[src/rtl/wallace_mul_arbiter.sv]
// Round-robin front end that time-shares one external 8x8 combinational multiplier
// between NUM_REQ requesters and returns each product with its owner's ID.
//
// Handshakes: a transfer happens on a rising clk edge where valid and ready are both 1.
// A producer holds valid and its payload stable until that edge. Ready on the request
// side is a combinational function of req_valid, rr_ptr and state. Ready on the
// response side may be driven freely by the consumer.
module wallace_mul_arbiter #(
  parameter int NUM_REQ = 4,
  parameter int ID_W    = 2,
  parameter int MUL_LAT = 1
) (
  input  logic                 clk,
  input  logic                 rst_n,
  input  logic [NUM_REQ-1:0]   req_valid,
  output logic [NUM_REQ-1:0]   req_ready,
  input  logic [8*NUM_REQ-1:0] req_a,
  input  logic [8*NUM_REQ-1:0] req_b,
  output logic [7:0]           mul_a,
  output logic [7:0]           mul_b,
  input  logic [16:0]          mul_p,
  output logic                 rsp_valid,
  input  logic                 rsp_ready,
  output logic [ID_W-1:0]      rsp_id,
  output logic [15:0]          rsp_data,
  output logic                 rsp_err,
  output logic                 busy
);

  localparam int CNT_W = 4;

  typedef enum logic [1:0] {
    IDLE = 2'd0,
    CALC = 2'd1,
    RESP = 2'd2
  } state_t;

  state_t          state;
  state_t          state_nxt;
  logic [ID_W-1:0] rr_ptr;
  logic [ID_W-1:0] grant_idx;
  logic            grant_found;
  logic [7:0]      sel_a;
  logic [7:0]      sel_b;
  logic [CNT_W-1:0] cnt;
  logic            req_fire;
  logic            calc_done;
  logic            rsp_fire;

  // Search upward from rr_ptr, wrapping at NUM_REQ so unused ID codes are never granted.
  always_comb begin
    int idx;
    idx         = 0;
    grant_found = 1'b0;
    grant_idx   = '0;
    sel_a       = '0;
    sel_b       = '0;
    for (int k = 0; k < NUM_REQ; k++) begin
      idx = int'(rr_ptr) + k;
      if (idx >= NUM_REQ) idx = idx - NUM_REQ;
      if (!grant_found && req_valid[idx]) begin
        grant_found = 1'b1;
        grant_idx   = ID_W'(idx);
        sel_a       = req_a[idx*8 +: 8];
        sel_b       = req_b[idx*8 +: 8];
      end
    end
  end

  assign req_fire  = (state == IDLE) && grant_found;
  assign calc_done = (state == CALC) && (cnt == '0);
  assign rsp_fire  = (state == RESP) && rsp_ready;

  // State register
  always_ff @(posedge clk or negedge rst_n) begin
    if (!rst_n) state <= IDLE;
    else        state <= state_nxt;
  end

  // Next-state logic
  always_comb begin
    state_nxt = state;
    case (state)
      IDLE:    if (req_fire)  state_nxt = CALC;
      CALC:    if (calc_done) state_nxt = RESP;
      RESP:    if (rsp_fire)  state_nxt = IDLE;
      default: state_nxt = IDLE;
    endcase
  end

  // FSM outputs; req_ready is also forced low while reset is held.
  always_comb begin
    busy      = (state != IDLE);
    req_ready = '0;
    if ((state == IDLE) && grant_found && rst_n)
      req_ready = NUM_REQ'(1) << grant_idx;
  end

  // Datapath: operand latch, settle counter, response capture, pointer update.
  always_ff @(posedge clk or negedge rst_n) begin
    if (!rst_n) begin
      rr_ptr    <= '0;
      mul_a     <= '0;
      mul_b     <= '0;
      cnt       <= '0;
      rsp_valid <= 1'b0;
      rsp_id    <= '0;
      rsp_data  <= '0;
      rsp_err   <= 1'b0;
    end else begin
      if (req_fire) begin
        mul_a  <= sel_a;
        mul_b  <= sel_b;
        rsp_id <= grant_idx;
        cnt    <= CNT_W'(MUL_LAT - 1);
        rr_ptr <= (grant_idx == ID_W'(NUM_REQ - 1)) ? '0 : ID_W'(grant_idx + 1'b1);
      end else if ((state == CALC) && (cnt != '0)) begin
        cnt <= cnt - 1'b1;
      end

      if (calc_done) begin
        rsp_data  <= mul_p[15:0];
        rsp_err   <= mul_p[16];
        rsp_valid <= 1'b1;
      end else if (rsp_fire) begin
        rsp_valid <= 1'b0;
      end
    end
  end

endmodule

[config.mk]
export PLATFORM = sky130hd
export DESIGN_NAME = wallace_mul_arbiter
export DESIGN_NICKNAME = d
export VERILOG_FILES = /design/src/rtl/wallace_mul_arbiter.sv
export SDC_FILE = /design/constraint.sdc
export NUM_CORES = 1
export LEC_CHECK = 0
export CAP_MARGIN = 20
export CORE_MARGIN = 4
export CORE_UTILIZATION = 53
export CTS_BUF_LIST = sky130_fd_sc_hd__clkbuf_4
export DETAILED_ROUTE_END_ITERATION = 10
export GPL_ROUTABILITY_DRIVEN = 0
export PLACE_DENSITY = 0.87
export SYNTH_ARGS = -nofsm -noshare
export SYNTH_HDL_FRONTEND = slang
export SYNTH_SLANG_ARGS = --single-unit
[constraint.sdc]
create_clock -name clk -period 11.51 [get_ports clk]
set_clock_uncertainty 0.05 [all_clocks]
set_input_delay 1.7265 -clock clk [delete_from_list [all_inputs] [get_ports clk]]
set_output_delay 1.7265 -clock clk [all_outputs]
set_load 0.02 [all_outputs]
### The metal 1 layer, run 1

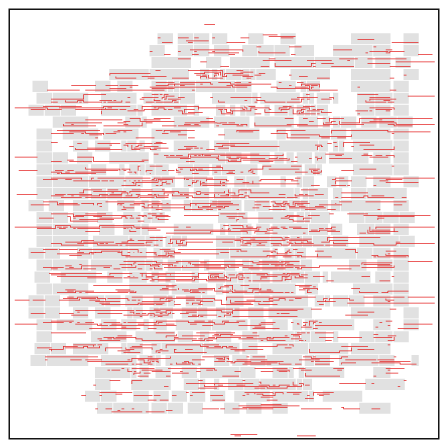
share of all routed wire: 39%
nets with wire on the layer: 487

### Metal 2, run 1

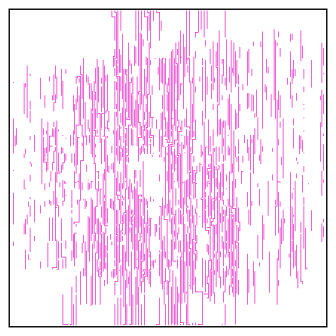
longest straight run: 45.2 um
share of all routed wire: 52%

### Metal 3, run 1

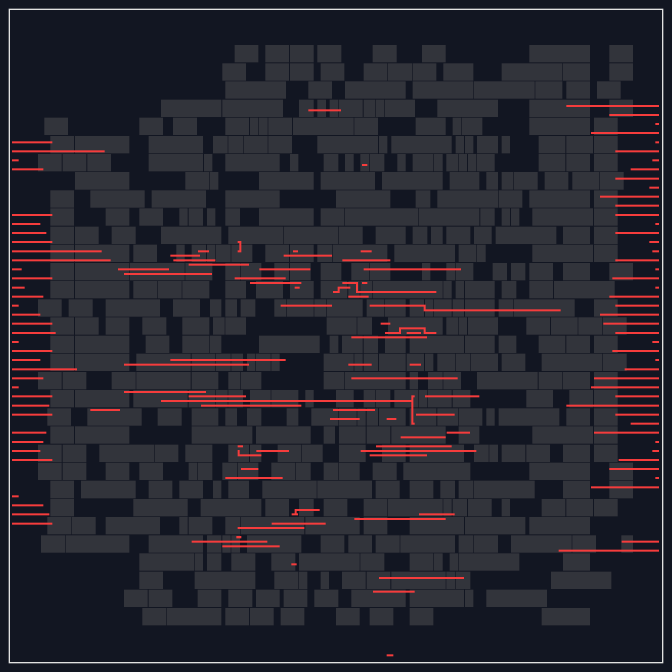
wire length on this layer: 906 um
nets with wire on the layer: 124
longest straight run: 37.5 um
main direction: horizontal
share of all routed wire: 7.9%

### M4 wires, run 1

Bar = 20 um.
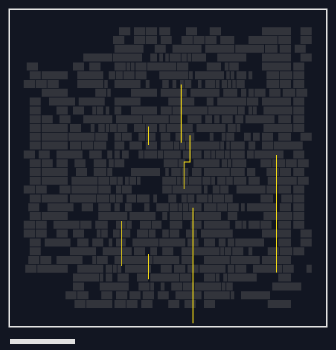
share of all routed wire: 1.2%
main direction: vertical
longest straight run: 36.0 um

==> metrics.csv, run 1 <==
stage;metric;value;unit
run;maxCapViolations;0;
detailed_routing;drt_pass1_iterations;5;
detailed_routing;drt-initial-drc-count;298;
global_routing;grt.overflow.total;0;
place;dp_hpwl;8.376;mm
yosys;synthCells;372;
clock_tree;postCtsHoldBufs;0;
place;place_area;5474;um2
yosys;synth_nets;471;
clock_tree;root_buffer;clkbuf_4;
final_timing;final_max_slew_viol_count;0;
setup_path;r2r-start;rr_ptr[1];
setup_path;r2r_end;mul_b[4];
yosys;ys_seq_share;25.84;%
die;die_x;97.67;um
detailed_routing;drcViolationCount;0;
layout;area_delta_synth_final;31.53;%
die;row_count;32;
place;place.port_buffers;128;
setup_path;rrSetupSlack;6.14;ns
die;die_y;97.67;um
layout;diodes;0;
yosys;ys_cells;372;
setup_path;worstSetupPathType;reg -> out;
worst_hold_path;hold_depth;1;
setup_path;endpoint;req_ready[2];
clock_tree;cts-buffers-inserted;5;
final_timing;rsz0062_at_grt;false;
yosys;syn_area;4262;um2
die;die_area;9539;um2
global_routing;grt_max_degree;54;
layout;nets;572;
setup_path;crit_required;9.73;ns
detailed_routing;wl;11.46;mm
yosys;flop_cell;dfrtp_1;
global_routing;grt_pass1_wl;18.64;mm
clock_tree;worstSkewPairLatency;0.37;ns
clock_tree;clkTransAtPathRegs;0.16;ns
setup_path;crit_start;rr_ptr[1];
setup_path;r2r_cells;7;
place;dp.cells;566;
clock_tree;cts_resized;0;
global_routing;grt_usage;23.56;%
final_timing;layout_setup_ws;3.855;ns
setup_path;arrival;5.88;ns
power_and_ir_drop;ir_worst_vdd;0.1510;mV
detailed_routing;viasPerCell;6.563;
final_timing;tightestPinTransition;1.126;ns
detailed_routing;vias;3780;
setup_path;cp_max_fo;37;
die;floorplanUtilization;54.86;%
worst_hold_path;hp-class;reg -> reg;
place;dp_slack;3.706;ns
final_timing;fin_crit_sh;66.51;%
yosys;ys_area;4262;um2
yosys;synth_warnings;0;
final_timing;hold-worst-slack;0.4696;ns
yosys;syn_area_per_cell;11.46;um2
detailed_routing;wl_met1;4.469;mm
clock_tree;numClockSinks;44;
yosys;async_reset_ff_share;100.0;%
layout;combGateArea;2920;um2
yosys;yosysTopAreaCell;mux4_2;
detailed_routing;met2_length;5.953;mm
final_timing;relSlewSlack;24.75;%
final_timing;final.min_clock_period;7.655;ns
final_timing;finalHoldViolCount;0;
layout;final_cell_count_no_fill;576;
final_timing;tns;0;ns
run;warning_count;34;
layout;flop_area;1105;um2
yosys;top_cells_by_area;mux4_2, dfrtp_1, mux2i_1, mux2_2, o221a_2;
status;status;complete, no violations;
die;num_io_pins;129;
clock_tree;max-clock-path-buffers;2;
clock_tree;cts_setup_buffers;0;
power_and_ir_drop;p_total;0.001668;W
power_and_ir_drop;power_leakage;2.173;nW
setup_path;start_kind;flip-flop;
yosys;synth_flops;44;
clock_tree;htree_levels;2;
global_routing;grt_pass1_vias;3729;
yosys;synth_top_area_share;26.42;%
layout;drive_above_1_share;21.10;%
layout;post-route-util;72.16;%
layout;fillCellCount;531;
detailed_routing;wl_per_cell;19.90;um
setup_path;cp-end-kind;output pin;
power_and_ir_drop;power_density;297.5;nW/um2
detailed_routing;dr.max_layer_used;met4;
detailed_routing;ant_nets;0;
yosys;yosysUniqueCellTypes;38;
global_routing;grt_antenna_before_repair;0;
layout;design_area;5605;um2
final_timing;fmax;0.1306;GHz
final_timing;setup-violations-final;0;
die;core_area;7767;um2
clock_tree;tritoncts;built;
yosys;edf_count;0;
detailed_routing;wl_met3;906;um
run 1: per-layer routing:
layer,GRT usage (%),vias to the layer above
met5,0,-
met4,4.473,0
met3,3.302,15
met2,40.75,207
met1,31.92,1872
li1,-,1686
run 1: where the power goes:
| group | internal [W] | total, W | switching [W] |
|---|---|---|---|
| logic | 0.000635 | 0.00125 | 0.000612 |
| registers | 0.000235 | 0.000318 | 0.0000830 |
| clock network | 0.0000465 | 0.000102 | 0.0000558 |
run 1: registers in the layout, summed over array words and instances (netlist names):
register / count
mul_a: 8
rsp_data: 16
rsp_valid: 1
state: 2
mul_b: 8
cnt: 4
rsp_err: 1
rsp_id: 2
rr_ptr: 2
run 1: cells in the final DEF, fill, tap and decap left out, types with 2 or more instances in the layout:
master,count
a31oi_1,16
and3_1,21
buf_4,2
clkbuf_4,5
clkdlybuf4s50_1,127
dfrtp_1,43
ha_1,10
inv_1,7
mux2_2,20
mux2i_1,36
mux4_1,2
mux4_2,50
nand2_1,25
nand2b_1,3
nor2_1,24
nor3b_1,2
o21a_1,2
o21ai_0,21
o221a_1,3
o221a_2,13
o221ai_1,16
xnor2_1,3
xor2_1,2
run 1: logic make-up (layout without fill, tap and decap cells):
logic type | after synthesis | count (layout) | share of synthesized area, %
buffers and inverters | 46 | 148 | 5.696
xor gates and xnor gates | 5 | 5 | 1.028
muxes | 108 | 108 | 41.40
adders and majority gates | 11 | 11 | 3.230
AOI/OAI and AO/OA | 77 | 77 | 13.74
DFF | 44 | 44 | 25.84
and+or+nand+nor | 81 | 81 | 9.073
run 1: synthesized netlist by cell type (2+ instances only):
library cell and n:
nor3b_1 2, mux2_2 20, buf_2 14, mux2i_1 36
ha_1 11, dfrtp_1 44, o21ai_0 21, nor2_1 24
and3_1 21, xor2_1 2, clkbuf_1 13, a31oi_1 16
o221a_2 13, buf_4 2, nand2_1 25, mux4_2 50
buf_6 6, xnor2_1 3, o221ai_1 16, buf_1 3
nand2b_1 3, inv_1 7, mux4_1 2, o21a_1 2
o221a_1 3
run 1: cell type report:
class / count / share of cell area, %
clock buffer: 5 / 0.6696
clock inverter: 3 / 0.8259
inverter: 8 / 0.5357
multi-input combinational: 282 / 52.10
sequential: 44 / 19.71
tap: 102 / 2.277
timing repair buffer: 132 / 23.88
run 1: worst max-delay path, stage by stage, from the launching register on:
cell             delay [ns]
dfrtp_1                0.72
clkinv_1               0.60
ha_2                   1.21
mux4_2                 0.79
nor2_1                 0.75
o2bb2ai_1              0.21
o21ai_0                0.20
inv_1                  0.12
ha_1                   0.14
and3_1                 0.15
clkdlybuf4s50_1        0.60
run 1: worst min path at each step:
stage | startpoint | end | slack [ns]
3_3_place_gp | rsp_data[11] | rsp_data[11] | 0.44
3_5_place_dp | rsp_data[0] | rsp_data[0] | 0.44
6_report | rsp_data[12] | rsp_data[12] | 0.47
2_1_floorplan | cnt[3] | cnt[3] | 0.46
4_1_cts | rsp_data[0] | rsp_data[0] | 0.47
5_1_grt | rsp_data[8] | rsp_data[8] | 0.49
--- run 2 (diff from run 1) ---
Settings changed: CORE_UTILIZATION 53 to 49, PLACE_DENSITY 0.87 to 0.81.
Clock period 11.51 ns to 7.4 ns, I/O delays scaled along.
==> run 2 against run 1 <==
Against the previous run:
- synthesized cell count stayed put
- area after synthesis is the same
- count of clock-buffer cells in the layout unchanged
- register-to-register slack got worse by 2.8 ns
- utilization is 5.0 points lower
- cell count up 0.87%
- global-route usage fell by 1.7 points
- flip-flop count is the same
- sequential power rose by 47%
- setup slack worse by 2.3 ns
- critical endpoint is now req_ready[3]
- largest cell class unchanged
- highest routed layer unchanged
==> metrics.csv, run 2 <==
stage;metric;value;unit;change
detailed_routing;ant_nets;0;;unchanged
yosys;flop_cell;dfrtp_1;;
setup_path;arrival;4.73;ns;-1.15 ns
setup_path;start_kind;flip-flop;;
yosys;yosysTopAreaCell;mux4_2;;
yosys;async_reset_ff_share;100.0;%;unchanged
clock_tree;worstSkewPairLatency;0.36;ns;about the same
clock_tree;numClockSinks;44;;unchanged
yosys;synthTopCellsByCount;mux4_2, dfrtp_1, mux2i_1;;
power_and_ir_drop;ir_worst_vdd;0.2013;mV;+33%
layout;most-common-layout-cells;clkdlybuf4s50_1, mux4_2, dfrtp_1, mux2i_1, nand2_1;;
layout;diodes;0;;unchanged
yosys;top_cells_by_area;mux4_2, dfrtp_1, mux2i_1, mux2_2, o221a_2;;
global_routing;grt_usage;21.87;%;-1.7 points
setup_path;max_stage_delay;0.81;ns;-0.40 ns
detailed_routing;drcViolationCount;0;;unchanged
yosys;synth_top_area_share;26.42;%;unchanged
die;row_count;33;;+3.1%
detailed_routing;wl_met3;945;um;+4.3%
detailed_routing;wl;11.24;mm;-2.0%
final_timing;tightestPinTransition;1.053;ns;-0.07305 ns
worst_hold_path;min_to;rsp_data[1];;
clock_tree;cts-buffers-inserted;5;;unchanged
run;warning_count;34;;unchanged
setup_path;r2r-start;rr_ptr[1];;
die;num_io_pins;129;;unchanged
power_and_ir_drop;power_leakage;2.176;nW;+0.16%
place;place_area;5502;um2;+0.50%
worst_hold_path;hold_start;rsp_data[1];;
worst_hold_path;hp-class;reg -> reg;;
layout;top_register;rsp_data;;
final_timing;setup-violations-final;0;;unchanged
clock_tree;root_buffer;clkbuf_4;;
yosys;syn_area_per_cell;11.46;um2;unchanged
final_timing;finalHoldViolCount;0;;unchanged
setup_path;cp_max_fo;20;;-46%
clock_tree;htree_levels;2;;unchanged
status;status;complete, no violations;;
detailed_routing;wl_met1;4.378;mm;-2.0%
power_and_ir_drop;power_density;461.2;nW/um2;+55%
layout;largest_reg_flops;16;;unchanged
setup_path;rrSetupSlack;3.38;ns;-2.76 ns
yosys;synth_warnings;0;;unchanged
detailed_routing;drt_pass1_iterations;5;;unchanged
layout;design_area;5605;um2;unchanged
yosys;synthCells;372;;unchanged
global_routing;grt_pass1_wl;18.20;mm;-2.4%
setup_path;crit_family;buffers and inverters;;
clock_tree;clkTransAtPathRegs;0.15;ns;about the same
global_routing;grt_antenna_before_repair;0;;unchanged
global_routing;grt_pass1_vias;3784;;+1.5%
detailed_routing;drt-initial-drc-count;176;;-41%
setup_path;path_buffers;2;;-1
clock_tree;postCtsHoldBufs;0;;unchanged
final_timing;final_max_slew_viol_count;0;;unchanged
final_timing;rsz0062_at_grt;false;;
setup_path;crit_required;6.24;ns;-3.49 ns
detailed_routing;met2_length;5.718;mm;-3.9%
detailed_routing;wl_per_cell;19.34;um;-2.8%
layout;mostFrequentLayoutCell;clkdlybuf4s50_1;;
setup_path;worstSetupPathType;reg -> out;;
die;die_area;10250;um2;+7.5%
global_routing;grt_max_degree;70;;+30%
yosys;edf_count;0;;unchanged
detailed_routing;vias;3726;;-1.4%
layout;drive_above_1_share;21.64;%;+0.54 points
place;place.port_buffers;128;;unchanged
die;core_area;8341;um2;+7.4%
setup_path;critPathSlowestCell;ha_2;;
run;maxCapViolations;0;;unchanged
layout;area_delta_synth_final;31.53;%;unchanged
worst_hold_path;hold_depth;1;;unchanged
final_timing;tns;0;ns;unchanged
global_routing;grt.overflow.total;0;;unchanged
setup_path;cpMostUsedCell;nand2_1;;
yosys;synth_nets;471;;unchanged
detailed_routing;dr.max_layer_used;met4;;
layout;top_regs;rsp_data x16, mul_a x8, mul_b x8;;
final_timing;fin_crit_sh;79.55;%;
die;die_y;101.3;um;+3.7%
setup_path;r2r_cells;10;;+3
yosys;synth_flops;44;;unchanged
layout;nets;574;;+0.35%
yosys;syn_area;4262;um2;unchanged
final_timing;final.min_clock_period;5.887;ns;
detailed_routing;viasPerCell;6.413;;-2.3%
setup_path;cp-end-kind;output pin;;
setup_path;path_cells;clkinv_1 -> ha_2 -> mux4_2 -> nand2b_1 -> nand2_1 -> nand2_1 -> o21ai_0 -> ha_1 -> and3_1 -> clkdlybuf4s50_1;;
yosys;yosysUniqueCellTypes;38;;unchanged
power_and_ir_drop;p_total;0.002585;W;+55%
final_timing;relSlewSlack;29.78;%;+5.0 points
clock_tree;tritoncts;built;;
yosys;ys_cells;372;;unchanged
yosys;ys_seq_share;25.84;%;unchanged
yosys;ys_area;4262;um2;unchanged
clock_tree;max-clock-path-buffers;2;;unchanged
die;floorplanUtilization;51.10;%;-3.8 points
yosys;top_cell;mux4_2;;
setup_path;r2r_end;rr_ptr[1];;
die;die_x;101.3;um;+3.7%
final_timing;fmax;0.1699;GHz;
clock_tree;cts_resized;0;;unchanged
clock_tree;cts_setup_buffers;0;;unchanged
place;dp_hpwl;8.458;mm;+0.99%
## run 2: routing by layer
| metal | up-vias | track usage [%] |
|---|---|---|
| li1 | 1699 | - |
| met1 | 1816 | 28.64 |
| met2 | 193 | 38.23 |
| met3 | 18 | 2.961 |
| met4 | 0 | 5.828 |
| met5 | - | 0 |
## run 2: power breakdown
group / leakage (nW) / internal (W) / switching, W
clock: 0.0418 / 0.0000723 / 0.0000894
combinational: 1.63 / 0.000988 / 0.000970
sequential: 0.508 / 0.000367 / 0.0000989
total: 2.18 / 0.00143 / 0.00116
## run 2: worst max path at each step
stage / start / to / slack [ns] / cells after the start
after CTS: rr_ptr[1] / req_ready[3] / 1.53 / 10
after global routing: rr_ptr[1] / req_ready[3] / 1.19 / 10
after floorplan: rr_ptr[0] / req_ready[3] / 2.47 / 15
after global placement: req_valid[1] / req_ready[3] / 1.91 / 9
after detailed placement: req_valid[1] / req_ready[3] / 1.79 / 9
final: rr_ptr[1] / req_ready[3] / 1.51 / 10
## run 2: layout make-up
type | count | area (um2)
clock buffers | 5 | 37.54
clock inverters | 3 | 46.29
fillers | 630 | 2735
inverters | 8 | 30.03
multi-input cells | 282 | 2922
flip-flops and latches | 44 | 1105
well taps | 105 | 131.4
repair buffers | 134 | 1334
## run 2: kinds of logic (layout without fill, tap and decap cells)
group,after synthesis,in the layout,share of synthesized area [%]
AOI/OAI and AO/OA,77,77,13.74
xor gates and xnor gates,5,5,1.028
adders and majority gates,11,11,3.230
buffers and inverters,46,150,5.696
DFF,44,44,25.84
muxes,108,108,41.40
and+or+nand+nor,81,81,9.073
## run 2: stage by stage
step | hold slack (ns) | utilization (%) | cells | setup slack [ns]
2_1_floorplan | 0.4557 | - | 372 | 2.472
3_3_place_gp | 0.4351 | 65.96 | 572 | 1.905
3_5_place_dp | 0.4424 | 65.96 | 572 | 1.786
4_1_cts | 0.4741 | 66.97 | 580 | 1.531
5_1_grt | 0.4813 | 67.21 | 581 | 1.186
6_report | 0.4698 | 67.21 | 581 | 1.513
### Metal 2, run 2

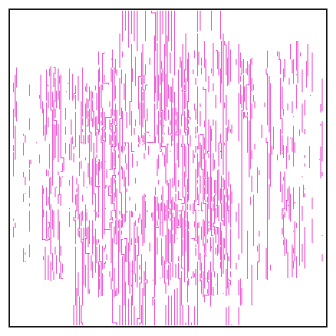
wire length on this layer: 5,720 um
longest straight run: 45.9 um
share of all routed wire: 51%
nets with wire on the layer: 500
main direction: vertical

Power is estimated from default activity; no workload was simulated.
